### Where the registers sit

Scale bar: 20 um. Other sequential cells in the stronger gray, the rest of the logic in the fainter gray.
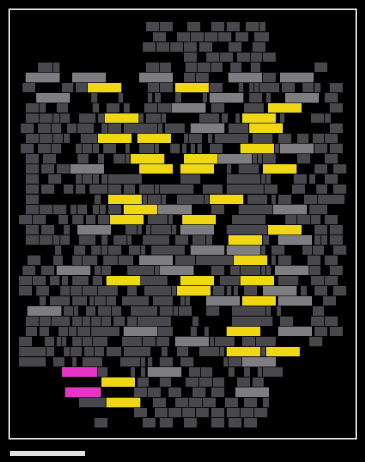
### Cell area per tile

The die is cut into 9 by 11 equal tiles; black is low, pale yellow is high, 0 to 100% covered.
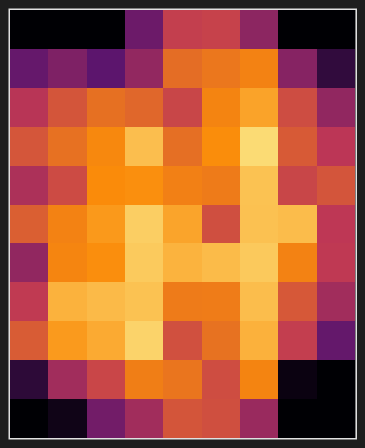
### Routing congestion map

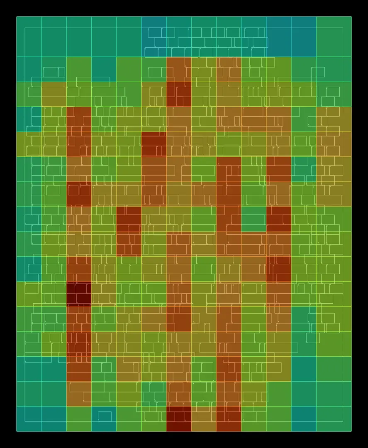
### Wiring by layer

Scale bar: 20 um. Two of the layers only.
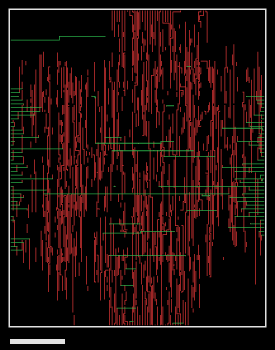
### src/rtl/mux_pipe_stage.sv
// Selects one of NUM_IN inputs and buffers it in a two-entry skid FIFO.
// in_ready depends only on registered state, so out_ready has no combinational path to it.
module mux_pipe_stage #(
    parameter int               WIDTH       = 32,
    parameter int               NUM_IN      = 3,
    parameter int               SEL_W       = 2,
    parameter logic [WIDTH-1:0] DEFAULT_VAL = '0
) (
    input  logic                    clk,
    input  logic                    rst,
    input  logic [NUM_IN*WIDTH-1:0] in_data,
    input  logic [SEL_W-1:0]        in_sel,
    input  logic                    in_valid,
    output logic                    in_ready,
    input  logic                    flush,
    output logic [WIDTH-1:0]        out_data,
    output logic                    out_sel_err,
    output logic                    out_valid,
    input  logic                    out_ready
);

    localparam logic [1:0] ST_EMPTY = 2'd0;
    localparam logic [1:0] ST_ONE   = 2'd1;
    localparam logic [1:0] ST_FULL  = 2'd2;

    logic [1:0]       state_r;
    logic [WIDTH-1:0] head_data_r;
    logic             head_err_r;
    logic [WIDTH-1:0] skid_data_r;
    logic             skid_err_r;

    logic [NUM_IN-1:0] sel_hit_s;
    logic [WIDTH-1:0]  sel_or_s;
    logic [WIDTH-1:0]  sel_data_s;
    logic              sel_err_s;
    logic              push_s;
    logic              pop_s;

    // One-hot AND-OR input mux; no hit means the select was out of range
    always_comb begin
        sel_hit_s = '0;
        sel_or_s  = '0;
        for (int i = 0; i < NUM_IN; i++) begin
            sel_hit_s[i] = (in_sel == SEL_W'(i));
            sel_or_s     = sel_or_s | (in_data[i*WIDTH +: WIDTH] & {WIDTH{sel_hit_s[i]}});
        end
        sel_err_s  = ~(|sel_hit_s);
        sel_data_s = sel_err_s ? DEFAULT_VAL : sel_or_s;
    end

    // Held low during reset so upstream cannot push into a stage being cleared
    assign in_ready    = ~rst & (state_r != ST_FULL);
    assign out_valid   = (state_r != ST_EMPTY);
    assign out_data    = head_data_r;
    assign out_sel_err = head_err_r;

    assign push_s = in_valid & in_ready & ~flush;
    assign pop_s  = out_valid & out_ready & ~flush;

    // Skid buffer state, head and skid registers; head is zeroed whenever empty
    always_ff @(posedge clk or posedge rst) begin
        if (rst) begin
            state_r     <= ST_EMPTY;
            head_data_r <= '0;
            head_err_r  <= 1'b0;
            skid_data_r <= '0;
            skid_err_r  <= 1'b0;
        end else if (flush) begin
            state_r     <= ST_EMPTY;
            head_data_r <= '0;
            head_err_r  <= 1'b0;
            skid_data_r <= '0;
            skid_err_r  <= 1'b0;
        end else begin
            case (state_r)
                ST_EMPTY: begin
                    if (push_s) begin
                        state_r     <= ST_ONE;
                        head_data_r <= sel_data_s;
                        head_err_r  <= sel_err_s;
                    end
                end
                ST_ONE: begin
                    if (push_s && pop_s) begin
                        head_data_r <= sel_data_s;
                        head_err_r  <= sel_err_s;
                    end else if (push_s) begin
                        state_r     <= ST_FULL;
                        skid_data_r <= sel_data_s;
                        skid_err_r  <= sel_err_s;
                    end else if (pop_s) begin
                        state_r     <= ST_EMPTY;
                        head_data_r <= '0;
                        head_err_r  <= 1'b0;
                    end
                end
                ST_FULL: begin
                    // in_ready is low here, so a pop only promotes the skid entry
                    if (pop_s) begin
                        state_r     <= ST_ONE;
                        head_data_r <= skid_data_r;
                        head_err_r  <= skid_err_r;
                        skid_data_r <= '0;
                        skid_err_r  <= 1'b0;
                    end
                end
                default: begin
                    state_r     <= ST_EMPTY;
                    head_data_r <= '0;
                    head_err_r  <= 1'b0;
                    skid_data_r <= '0;
                    skid_err_r  <= 1'b0;
                end
            endcase
        end
    end

endmodule

### config.mk
export PLATFORM = sky130hd
export DESIGN_NAME = mux_pipe_stage
export DESIGN_NICKNAME = d
export VERILOG_FILES = /design/src/rtl/mux_pipe_stage.sv
export SDC_FILE = /design/constraint.sdc
export NUM_CORES = 1
export LEC_CHECK = 0
export CAP_MARGIN = 0
export CORE_ASPECT_RATIO = 1.25
export CORE_MARGIN = 2
export CORE_UTILIZATION = 40
export CTS_CLUSTER_SIZE = 16
export DETAILED_ROUTE_END_ITERATION = 10
export PLACE_DENSITY_LB_ADDON = 0.25
export SETUP_SLACK_MARGIN = 0.4
export SLEW_MARGIN = 10
export SYNTH_ARGS = -nofsm -noshare
export SYNTH_HDL_FRONTEND = slang
export SYNTH_SLANG_ARGS = --single-unit
### constraint.sdc
create_clock -name clk -period 1.8 [get_ports clk]
set_input_delay 0.18 -clock clk [delete_from_list [all_inputs] [get_ports clk]]
set_output_delay 0.18 -clock clk [all_outputs]
set_load 0.05 [all_outputs]
==> Slide: Implementation Results <==
Physical Implementation Snapshot

Status
  – Outcome: finished, final reports clean

Logic synthesis
  – Yosys warning tally: 0
  – Post-synth EDFFs: 0
  – Average size of a mapped cell: approximately 11 um2
  – Syn nets: ~460
  – AO/OA Area Share: about a fifth
  – FA/HA/MAJ Cells, Area Fraction: 0%
  – Post-synthesis cell area: 3916 um2
  – Synth async-reset ratio: 100.0%
  – Unique cell types: 34
  – Cells after synthesis: roughly 360
  – Synth flops: slightly below 70
  – Yosys cell count: 356
  – Most common reg cell: dfrtp_1
  – Yosys simple share: between 10% and 20%
  – Register share after synthesis: 43.45%
  – Synth Area in XOR/XNOR: 0%

Critical path
  – CP Launch Type: flop
  – Worst r2r path cells: 4
  – CP Class: flop to flop
  – Worst endpoint data arrival time: 1.73 ns
  – CP delay by family, top: flip-flops
  – CP Cell Sequence: or2_4 -> a21o_4 -> buf_12 -> mux2_4
  – CP Launch Point: state_r[0]
  – R2R setup slack: between 0.2 and 0.3 ns
  – CP Capture Type: flop
  – Worst Path Required: approximately 2.0 ns
  – CP Max Fanout: 17
  – CP bufs+invs: 1

Power and ir drop
  – Comb power frac: 22.2%
  – PwrDens: between 700 and 800 nW/um2
  – Leak pwr: ~2.8 nW
  – Clock Power Share: a little over two fifths
  – VDD IR max: 0.0004842 V
  – Internal: ~3.3 mW
  – Net Sw Frac: between 20% and 30%

Final layout
  – Final instance area: 6028 um2
  – Fill count: around 770
  – Fraction of layout cells with a size suffix above 1: between 20% and 30%
  – Ant. Diodes: 0
  – Area Growth Syn to Fin: 53.93%
  – Most common logic cell in the routed design: clkdlybuf4s50_1
  – Fin nets: 610

Global routing
  – GR Util met3: ~4.7%
  – GRT Total Usage: a little over a fifth
  – Vias in the first global route: between 3000 and 4000
  – Largest net degree at the start of global routing: approximately 48
  – First-pass GRT wire length: approximately 18000 um
  – Met1 GRT Util: 24.88%
  – Initial antenna violation count: 0

CTS
  – CTS Buffer Depth: 2
  – CTS Buf Count: 9
  – Late-Pin Clk Latency: around 0.33 ns
  – CTS tree: done
  – Clock sink total: between 60 and 70
  – Clock transition at path regs: ~0.060 ns
  – Clk root buf: clkbuf_16
  – Hold-fix buffers, CTS: 0

Detailed routing
  – DRT Pass-1 Iters: 4
  – Met3 wire length: a little over 700 um
  – Via density: 5.370
  – Iter 0 DRT Violations: ~140
  – Detail Route Antenna Nets: 0
  – Routed wire length on met2: 6091 um
  – Routed wire length: 11440 um
  – Via Count: roughly 3400

Final timing
  – Final Hold Viols: 0
  – Fin crit period: 1.522 ns
  – Slew headroom: around three fifths
  – Final Max Slew Viols: 0
  – Measured slew at the worst slew-check pin: 0.6167 ns
  – Unrepaired setup endpoints after global routing: true
  – Worst hold slack: ~0.37 ns
  – Final period util: between 80% and 90%
  – Worst setup margin: between 0.2 and 0.3 ns
  – Max Fclk: approximately 660 MHz
  – Setup TNS: 0 ns

Die
  – Die Y: ~110 um
  – Die width: slightly above 90 um
  – # rows: 40
  – Die ar.: 10600 um2

Worst hold path
  – Hold WC Path Type: primary input to asynchronous set/reset pin

Place
  – GPL Wtd Cong: 0.8318
  – Setup WS pre-CTS: -0.06988 ns
  – Detailed Place HPWL: slightly below 8000 um
  – IO Port Bufs: around 140
  – Dpl cell area: 5533 um2

Job
  – Tool Warnings: 29
Notes on 'Where the registers sit' above:
Yellow marks `skid_data_r`, flops 32. Magenta marks `state_r`, flops 2.
sequential cell area share: 28.27%
final core utilization: 63.06%
Seq. pwr: 1.62 mW
register area: 1704 um2

Notes on 'Cell area per tile' above:
9.1% of the tiles are nearly empty. The mean over all tiles is 55%. The densest ninth of the die: center. The fullest tile reaches 92%. 24% of the tiles are over 75% full.

Notes on 'Routing congestion map' above:
wire per inst: 17.93 um
busiest grt layer: met2
grt met2 use: 38.83%

Notes on 'Wiring by layer' above:
Red marks M2, wire length 6090 um. Green marks M3, wire length 723 um.

## stage by stage
step           power [mW]  instances  utilization [%]
2_1_floorplan       2.193        356                -
4_1_cts             4.559        636            63.04
3_3_place_gp        2.611        609            57.88
3_5_place_dp        2.627        609            57.88
6_report            4.547        638            63.06
5_1_grt             4.725        638            63.06
## area by class of cell
cell class	count	area (um2)	area share [%]
clock buffers	9	225.2	3.736
clock inverters	7	98.84	1.640
inverters	10	41.29	0.6849
multi-input cells	244	2046	33.94
flip-flops and latches	68	1704	28.27
well taps	126	157.7	2.615
repair buffers	174	1755	29.12
## what timing repair did
item / in CTS / in global routing
setup buffers: 9 / 1
gates resized: 74 / 45
cloned: 2 / 1
setup endpoints to repair: 93 / 95
pin swaps: 5 / 7
## cells in the mapped netlist, types with 8 or more instances
| master | instances | share of area, % |
|---|---|---|
| dfrtp_1 | 68 | 43 |
| nor2_1 | 55 | 5.3 |
| mux2i_1 | 40 | 10 |
| a221o_1 | 26 | 6.6 |
| a2bb2oi_1 | 25 | 5.6 |
| mux2_4 | 23 | 8.8 |
| buf_2 | 12 | 1.5 |
| buf_6 | 10 | 2.9 |
| inv_1 | 9 | 0.86 |
| a21oi_1 | 8 | 1.0 |
| clkbuf_1 | 8 | 0.77 |
| nand3_1 | 8 | 1.0 |
| o211ai_1 | 8 | 1.5 |
## sequential cells by signal, indices dropped and copies added, names as in the netlist
signal	flops
skid_data_r	32
state_r	2
out_data	32
skid_err_r	1
out_sel_err	1
## power groups by stage
stage	logic, mW	clock network, mW	registers (mW)
after detailed placement	0.978	0	1.65
final	1.01	1.92	1.62
after floorplan	0.432	0	1.76
after CTS	0.995	1.94	1.62
after global placement	0.962	0	1.65
after global routing	1.07	2.02	1.63
## cells by family after synthesis
kind of cell	Yosys count
compound gates	92
simple gates	85
flops	68
mux	67
buf+inv	44
No activity file was given, so power comes from the tool's default toggle rates.
